<file path="src/rtl/wb_trace_pkg.sv">
// Shared types and constants for the register-write trace collector.
// Optional feature macro: WB_TRACE_CYCLE_STAMP_EN (adds a 32-bit cycle stamp per entry).
package wb_trace_pkg;

    localparam int REG_ADDR_W = 5;
    localparam int XLEN       = 32;

    // Fixed-width part of a trace entry. The sequence number has a
    // parameterised width, so the top module appends it beside this struct.
    typedef struct packed {
        logic [REG_ADDR_W-1:0] addr;
        logic [XLEN-1:0]       data;
        logic [XLEN-1:0]       pc;
`ifdef WB_TRACE_CYCLE_STAMP_EN
        logic [XLEN-1:0]       cyc;
`endif
    } trace_entry_t;

    // A write is logged unless it targets r0 while r0 filtering is on.
    function automatic logic is_capture(input logic                  wr_en,
                                        input logic [REG_ADDR_W-1:0] wr_addr,
                                        input logic                  filter_r0);
        return wr_en && !(filter_r0 && (wr_addr == '0));
    endfunction

endpackage

</file>
<file path="src/rtl/wb_trace_fifo_if.sv">
// Bus bundle for the trace collector: register-file write side plus the
// valid/ready trace output and status. Optional macro: WB_TRACE_CYCLE_STAMP_EN.
interface wb_trace_fifo_if #(
    parameter int DEPTH  = 16,
    parameter int SEQ_W  = 16,
    parameter int DROP_W = 8
);
    localparam int LVL_W = $clog2(DEPTH) + 1;

    logic                                wr_en_i;
    logic [wb_trace_pkg::REG_ADDR_W-1:0] wr_addr_i;
    logic [wb_trace_pkg::XLEN-1:0]       wr_data_i;
    logic [wb_trace_pkg::XLEN-1:0]       pc_i;
    logic                                trace_valid_o;
    logic                                trace_ready_i;
    logic [wb_trace_pkg::REG_ADDR_W-1:0] trace_addr_o;
    logic [wb_trace_pkg::XLEN-1:0]       trace_data_o;
    logic [wb_trace_pkg::XLEN-1:0]       trace_pc_o;
    logic [SEQ_W-1:0]                    trace_seq_o;
    logic [LVL_W-1:0]                    level_o;
    logic                                overflow_o;
    logic [DROP_W-1:0]                   drop_cnt_o;
`ifdef WB_TRACE_CYCLE_STAMP_EN
    logic [wb_trace_pkg::XLEN-1:0]       trace_cyc_o;
`endif

    // Producer/consumer side (CPU write port and trace consumer).
    modport master (
        output wr_en_i, wr_addr_i, wr_data_i, pc_i, trace_ready_i,
        input  trace_valid_o, trace_addr_o, trace_data_o, trace_pc_o,
        input  trace_seq_o, level_o, overflow_o, drop_cnt_o
`ifdef WB_TRACE_CYCLE_STAMP_EN
        , input trace_cyc_o
`endif
    );

    // Trace collector side.
    modport slave (
        input  wr_en_i, wr_addr_i, wr_data_i, pc_i, trace_ready_i,
        output trace_valid_o, trace_addr_o, trace_data_o, trace_pc_o,
        output trace_seq_o, level_o, overflow_o, drop_cnt_o
`ifdef WB_TRACE_CYCLE_STAMP_EN
        , output trace_cyc_o
`endif
    );

endinterface

</file>
<file path="src/rtl/wb_trace_fifo_core.sv">
// Generic synchronous first-word-fall-through FIFO. Pointers carry one extra
// wrap bit so full and empty are distinguishable; read data is zero when empty.
module wb_trace_fifo_core #(
    parameter int WIDTH = 8,
    parameter int DEPTH = 16
) (
    input  logic                     clk,
    input  logic                     rst,
    input  logic                     push,
    input  logic [WIDTH-1:0]         wdata,
    input  logic                     pop,
    output logic [WIDTH-1:0]         rdata,
    output logic                     valid,
    output logic                     full,
    output logic                     push_ok,
    output logic [$clog2(DEPTH):0]   level
);
    localparam int AW = $clog2(DEPTH);

    logic [WIDTH-1:0] mem [DEPTH];
    logic [AW:0]      wptr;
    logic [AW:0]      rptr;
    logic             empty;
    logic             pop_ok;

    assign empty   = (wptr == rptr);
    assign full    = (wptr[AW] != rptr[AW]) && (wptr[AW-1:0] == rptr[AW-1:0]);
    assign pop_ok  = pop && !empty;
    // A pop on the same edge frees the slot, so a push into a full FIFO still lands.
    assign push_ok = push && (!full || pop_ok);
    assign valid   = !empty;
    assign level   = wptr - rptr;
    assign rdata   = empty ? '0 : mem[rptr[AW-1:0]];

    // Storage write at the tail; data carries no reset.
    always_ff @(posedge clk) begin
        if (push_ok) begin
            mem[wptr[AW-1:0]] <= wdata;
        end
    end

    // Pointer advance on accepted push/pop, cleared by reset.
    always_ff @(posedge clk) begin
        if (rst) begin
            wptr <= '0;
            rptr <= '0;
        end else begin
            if (push_ok) wptr <= wptr + 1'b1;
            if (pop_ok)  rptr <= rptr + 1'b1;
        end
    end

endmodule

</file>
<file path="src/rtl/wb_trace_fifo.sv">
// Commit-trace collector: filters register-file writes, tags each with a
// sequence number, buffers them in an FWFT FIFO and accounts for drops.
// Optional macro: WB_TRACE_CYCLE_STAMP_EN adds a cycle stamp and trace_cyc_o.
module wb_trace_fifo
    import wb_trace_pkg::*;
#(
    parameter int DEPTH     = 16,
    parameter int SEQ_W     = 16,
    parameter int DROP_W    = 8,
    parameter int FILTER_R0 = 1
) (
    input  logic            clk_i,
    input  logic            rst_i,
    wb_trace_fifo_if.slave  bus
);
    localparam int LVL_W   = $clog2(DEPTH) + 1;
    localparam int ENTRY_W = $bits(trace_entry_t) + SEQ_W;

    trace_entry_t        entry_in;
    trace_entry_t        entry_out;
    logic [SEQ_W-1:0]    seq;
    logic [SEQ_W-1:0]    seq_out;
    logic [ENTRY_W-1:0]  wdata;
    logic [ENTRY_W-1:0]  rdata;
    logic                capture;
    logic                head_valid;
    logic                fifo_full;
    logic                push_ok;
    logic                pop;
    logic                drop;
    logic [LVL_W-1:0]    level;
    logic                overflow;
    logic [DROP_W-1:0]   drop_cnt;
`ifdef WB_TRACE_CYCLE_STAMP_EN
    logic [XLEN-1:0]     cyc_cnt;
`endif

    assign capture = is_capture(bus.wr_en_i, bus.wr_addr_i, FILTER_R0 != 0);

    // Assemble the entry written at the tail.
    always_comb begin
        entry_in      = '0;
        entry_in.addr = bus.wr_addr_i;
        entry_in.data = bus.wr_data_i;
        entry_in.pc   = bus.pc_i;
`ifdef WB_TRACE_CYCLE_STAMP_EN
        entry_in.cyc  = cyc_cnt;
`endif
    end

    assign wdata                = {entry_in, seq};
    assign {entry_out, seq_out} = rdata;
    assign pop                  = head_valid && bus.trace_ready_i;
    assign drop                 = capture && !push_ok;

    wb_trace_fifo_core #(
        .WIDTH (ENTRY_W),
        .DEPTH (DEPTH)
    ) u_core (
        .clk     (clk_i),
        .rst     (rst_i),
        .push    (capture),
        .wdata   (wdata),
        .pop     (pop),
        .rdata   (rdata),
        .valid   (head_valid),
        .full    (fifo_full),
        .push_ok (push_ok),
        .level   (level)
    );

    // Sequence number advances on every capture, dropped or not, so drops
    // appear to the consumer as gaps.
    always_ff @(posedge clk_i) begin
        if (rst_i) begin
            seq <= '0;
        end else if (capture) begin
            seq <= seq + 1'b1;
        end
    end

    // Sticky overflow flag and saturating drop counter.
    always_ff @(posedge clk_i) begin
        if (rst_i) begin
            overflow <= 1'b0;
            drop_cnt <= '0;
        end else if (drop) begin
            overflow <= 1'b1;
            if (drop_cnt != '1) drop_cnt <= drop_cnt + 1'b1;
        end
    end

`ifdef WB_TRACE_CYCLE_STAMP_EN
    // Free-running cycle counter used to stamp captures.
    always_ff @(posedge clk_i) begin
        if (rst_i) begin
            cyc_cnt <= '0;
        end else begin
            cyc_cnt <= cyc_cnt + 1'b1;
        end
    end

    assign bus.trace_cyc_o = entry_out.cyc;
`endif

    // fifo_full is only needed internally for push acceptance inside the core.
    logic unused_full;
    assign unused_full = fifo_full;

    assign bus.trace_valid_o = head_valid;
    assign bus.trace_addr_o  = entry_out.addr;
    assign bus.trace_data_o  = entry_out.data;
    assign bus.trace_pc_o    = entry_out.pc;
    assign bus.trace_seq_o   = seq_out;
    assign bus.level_o       = level;
    assign bus.overflow_o    = overflow;
    assign bus.drop_cnt_o    = drop_cnt;

endmodule

</file>
<file path="src/flat_wrapper.sv">
// flat-port wrapper written by rule: the top's interface ports become plain ports
module wb_trace_fifo_flat import wb_trace_pkg::*;
#(
    parameter int DEPTH     = 16,
    parameter int SEQ_W     = 16,
    parameter int DROP_W    = 8,
    parameter int FILTER_R0 = 1
)
  (clk_i, rst_i, bus_wr_en_i, bus_wr_addr_i, bus_wr_data_i, bus_pc_i, bus_trace_ready_i, bus_trace_valid_o, bus_trace_addr_o, bus_trace_data_o, bus_trace_pc_o, bus_trace_seq_o, bus_level_o, bus_overflow_o, bus_drop_cnt_o);
  wb_trace_fifo_if #(.DEPTH(DEPTH), .SEQ_W(SEQ_W), .DROP_W(DROP_W)) bus_i ();
  input  logic clk_i;
  input  logic rst_i;
  input wire logic [$bits(bus_i.wr_en_i)-1:0] bus_wr_en_i;
  input wire logic [$bits(bus_i.wr_addr_i)-1:0] bus_wr_addr_i;
  input wire logic [$bits(bus_i.wr_data_i)-1:0] bus_wr_data_i;
  input wire logic [$bits(bus_i.pc_i)-1:0] bus_pc_i;
  input wire logic [$bits(bus_i.trace_ready_i)-1:0] bus_trace_ready_i;
  output wire logic [$bits(bus_i.trace_valid_o)-1:0] bus_trace_valid_o;
  output wire logic [$bits(bus_i.trace_addr_o)-1:0] bus_trace_addr_o;
  output wire logic [$bits(bus_i.trace_data_o)-1:0] bus_trace_data_o;
  output wire logic [$bits(bus_i.trace_pc_o)-1:0] bus_trace_pc_o;
  output wire logic [$bits(bus_i.trace_seq_o)-1:0] bus_trace_seq_o;
  output wire logic [$bits(bus_i.level_o)-1:0] bus_level_o;
  output wire logic [$bits(bus_i.overflow_o)-1:0] bus_overflow_o;
  output wire logic [$bits(bus_i.drop_cnt_o)-1:0] bus_drop_cnt_o;
  assign bus_i.wr_en_i = bus_wr_en_i;
  assign bus_i.wr_addr_i = bus_wr_addr_i;
  assign bus_i.wr_data_i = bus_wr_data_i;
  assign bus_i.pc_i = bus_pc_i;
  assign bus_i.trace_ready_i = bus_trace_ready_i;
  assign bus_trace_valid_o = bus_i.trace_valid_o;
  assign bus_trace_addr_o = bus_i.trace_addr_o;
  assign bus_trace_data_o = bus_i.trace_data_o;
  assign bus_trace_pc_o = bus_i.trace_pc_o;
  assign bus_trace_seq_o = bus_i.trace_seq_o;
  assign bus_level_o = bus_i.level_o;
  assign bus_overflow_o = bus_i.overflow_o;
  assign bus_drop_cnt_o = bus_i.drop_cnt_o;
  wb_trace_fifo #(.DEPTH(DEPTH), .SEQ_W(SEQ_W), .DROP_W(DROP_W), .FILTER_R0(FILTER_R0)) u_core (.clk_i(clk_i), .rst_i(rst_i), .bus(bus_i));
endmodule
</file>
<file path="config.mk">
export PLATFORM = sky130hd
export DESIGN_NAME = wb_trace_fifo_flat
export DESIGN_NICKNAME = d
export VERILOG_FILES = /design/src/rtl/wb_trace_pkg.sv /design/src/rtl/wb_trace_fifo_if.sv /design/src/rtl/wb_trace_fifo_core.sv /design/src/rtl/wb_trace_fifo.sv /design/src/flat_wrapper.sv
export SDC_FILE = /design/constraint.sdc
export NUM_CORES = 1
export LEC_CHECK = 0
export CORE_ASPECT_RATIO = 0.9
export CORE_MARGIN = 2
export CORE_UTILIZATION = 60
export DETAILED_ROUTE_END_ITERATION = 12
export GPL_TIMING_DRIVEN = 0
export PLACE_DENSITY = 0.78
export SETUP_SLACK_MARGIN = 0.05
export SYNTH_ARGS = -nofsm -noshare
export SYNTH_HDL_FRONTEND = slang
export SYNTH_HIERARCHICAL = 1
export SYNTH_SLANG_ARGS = --single-unit
</file>
<file path="constraint.sdc">
create_clock -name clk_i -period 7.5 [get_ports clk_i]
set_clock_uncertainty 0.15 [all_clocks]
set_input_delay 1.5 -clock clk_i [delete_from_list [all_inputs] [get_ports clk_i]]
set_output_delay 1.5 -clock clk_i [all_outputs]
set_load 0.01 [all_outputs]
</file>
### Gate-type map

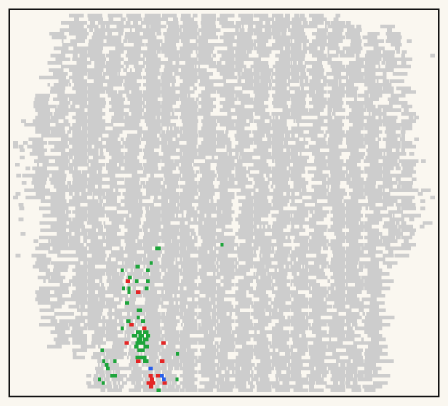
blue -> non-inverting ao/oa cells  # cells 3, most used a21o_1
green -> and/or cells  # cells 47, most used and3_4
red -> xor and xnor cells  # cells 15, most used xor2_1
final std cells w/o fill: 4025
logic share of the area: 18.7%
most numerous logic cell after layout: edfxtp_1

### Routing congestion

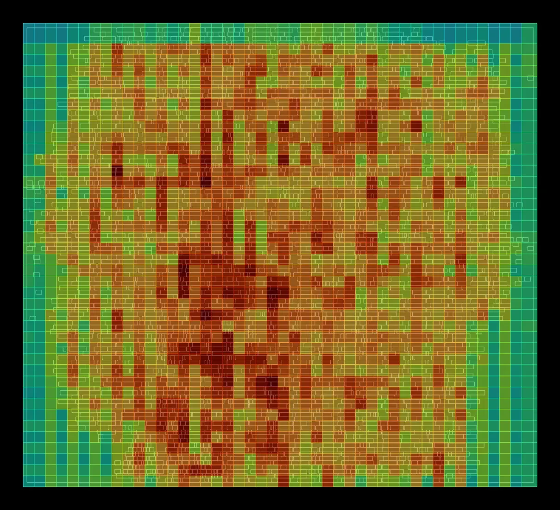
Global Route met3 Usage: 5.99%
fin util: 69.6%
grt peak-use layer: met2
Avg WL per Cell: 32.7 µm
Total GRT Usage: 29.0%

### The metal 2 layer

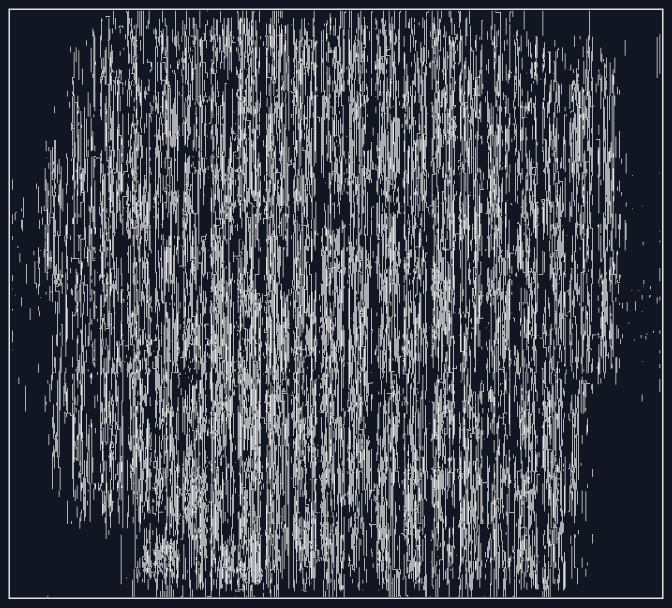
main direction = vertical
longest straight run = 102 µm
share of all routed wire = 50%
M2 GR Usage: 47.2%
Post-Route WL: 132 mm
vias: 27500

==> results_dict.tcl <==
# collected from the flow reports
set metrics [dict create \
    drt_iter0_drc 3724 \
    cap_violations 0 \
    placed_cell_area_um2 57800 \
    fmax_mhz 151 \
    die_w_um 320 \
    finalClockPeriodUsage_pct 88.0 \
    place_ws_ns 1.77 \
    hold_path_class "reg -> reg" \
    worst-path-max-fanout 10 \
    worst_pin_slew_ns 1.31 \
    finalSetupViolations 0 \
    numCtsBuffers 136 \
    grt_start_max_net_pins 47 \
    outcome "completed" \
    timing.hold.ws_ns 0.306 \
    yosys_warnings 6 \
    slew_viol_final 0 \
    cts_max_level 4 \
    pin_count 173 \
    synthCells 2417 \
    finalHoldViolCount 0 \
    met1_length_mm 46.5 \
    drc 0 \
]
==> area by class of cell <==
type,count,area [µm²]
antenna,1,2.50
buffer,140,706
clock buffer,168,3650
clock inverter,76,592
fill,5061,27200
inverter,15,56.3
multi-input combinational,863,11600
sequential,1399,41600
tap,1166,1460
timing repair buffer,197,2380
==> worst max-delay path: cells and delay by family (launching register included) <==
kind / cells / cell delay (ns)
fa+ha+maj: 1 / 0.35
simple gates: 2 / 0.73
flops: 1 / 0.42
compound gates: 1 / 0.31
buf+inv: 4 / 2.42
==> final timing paths <==
path | from | end
setup / recovery | u_core/u_core/wptr[0] | bus_trace_seq_o[12]
hold / removal | u_core/bus.overflow_o | u_core/bus.overflow_o
setup reg to reg | u_core/u_core/wptr[0] | u_core/u_core/mem[3][58]
hold reg to reg | u_core/bus.overflow_o | u_core/bus.overflow_o
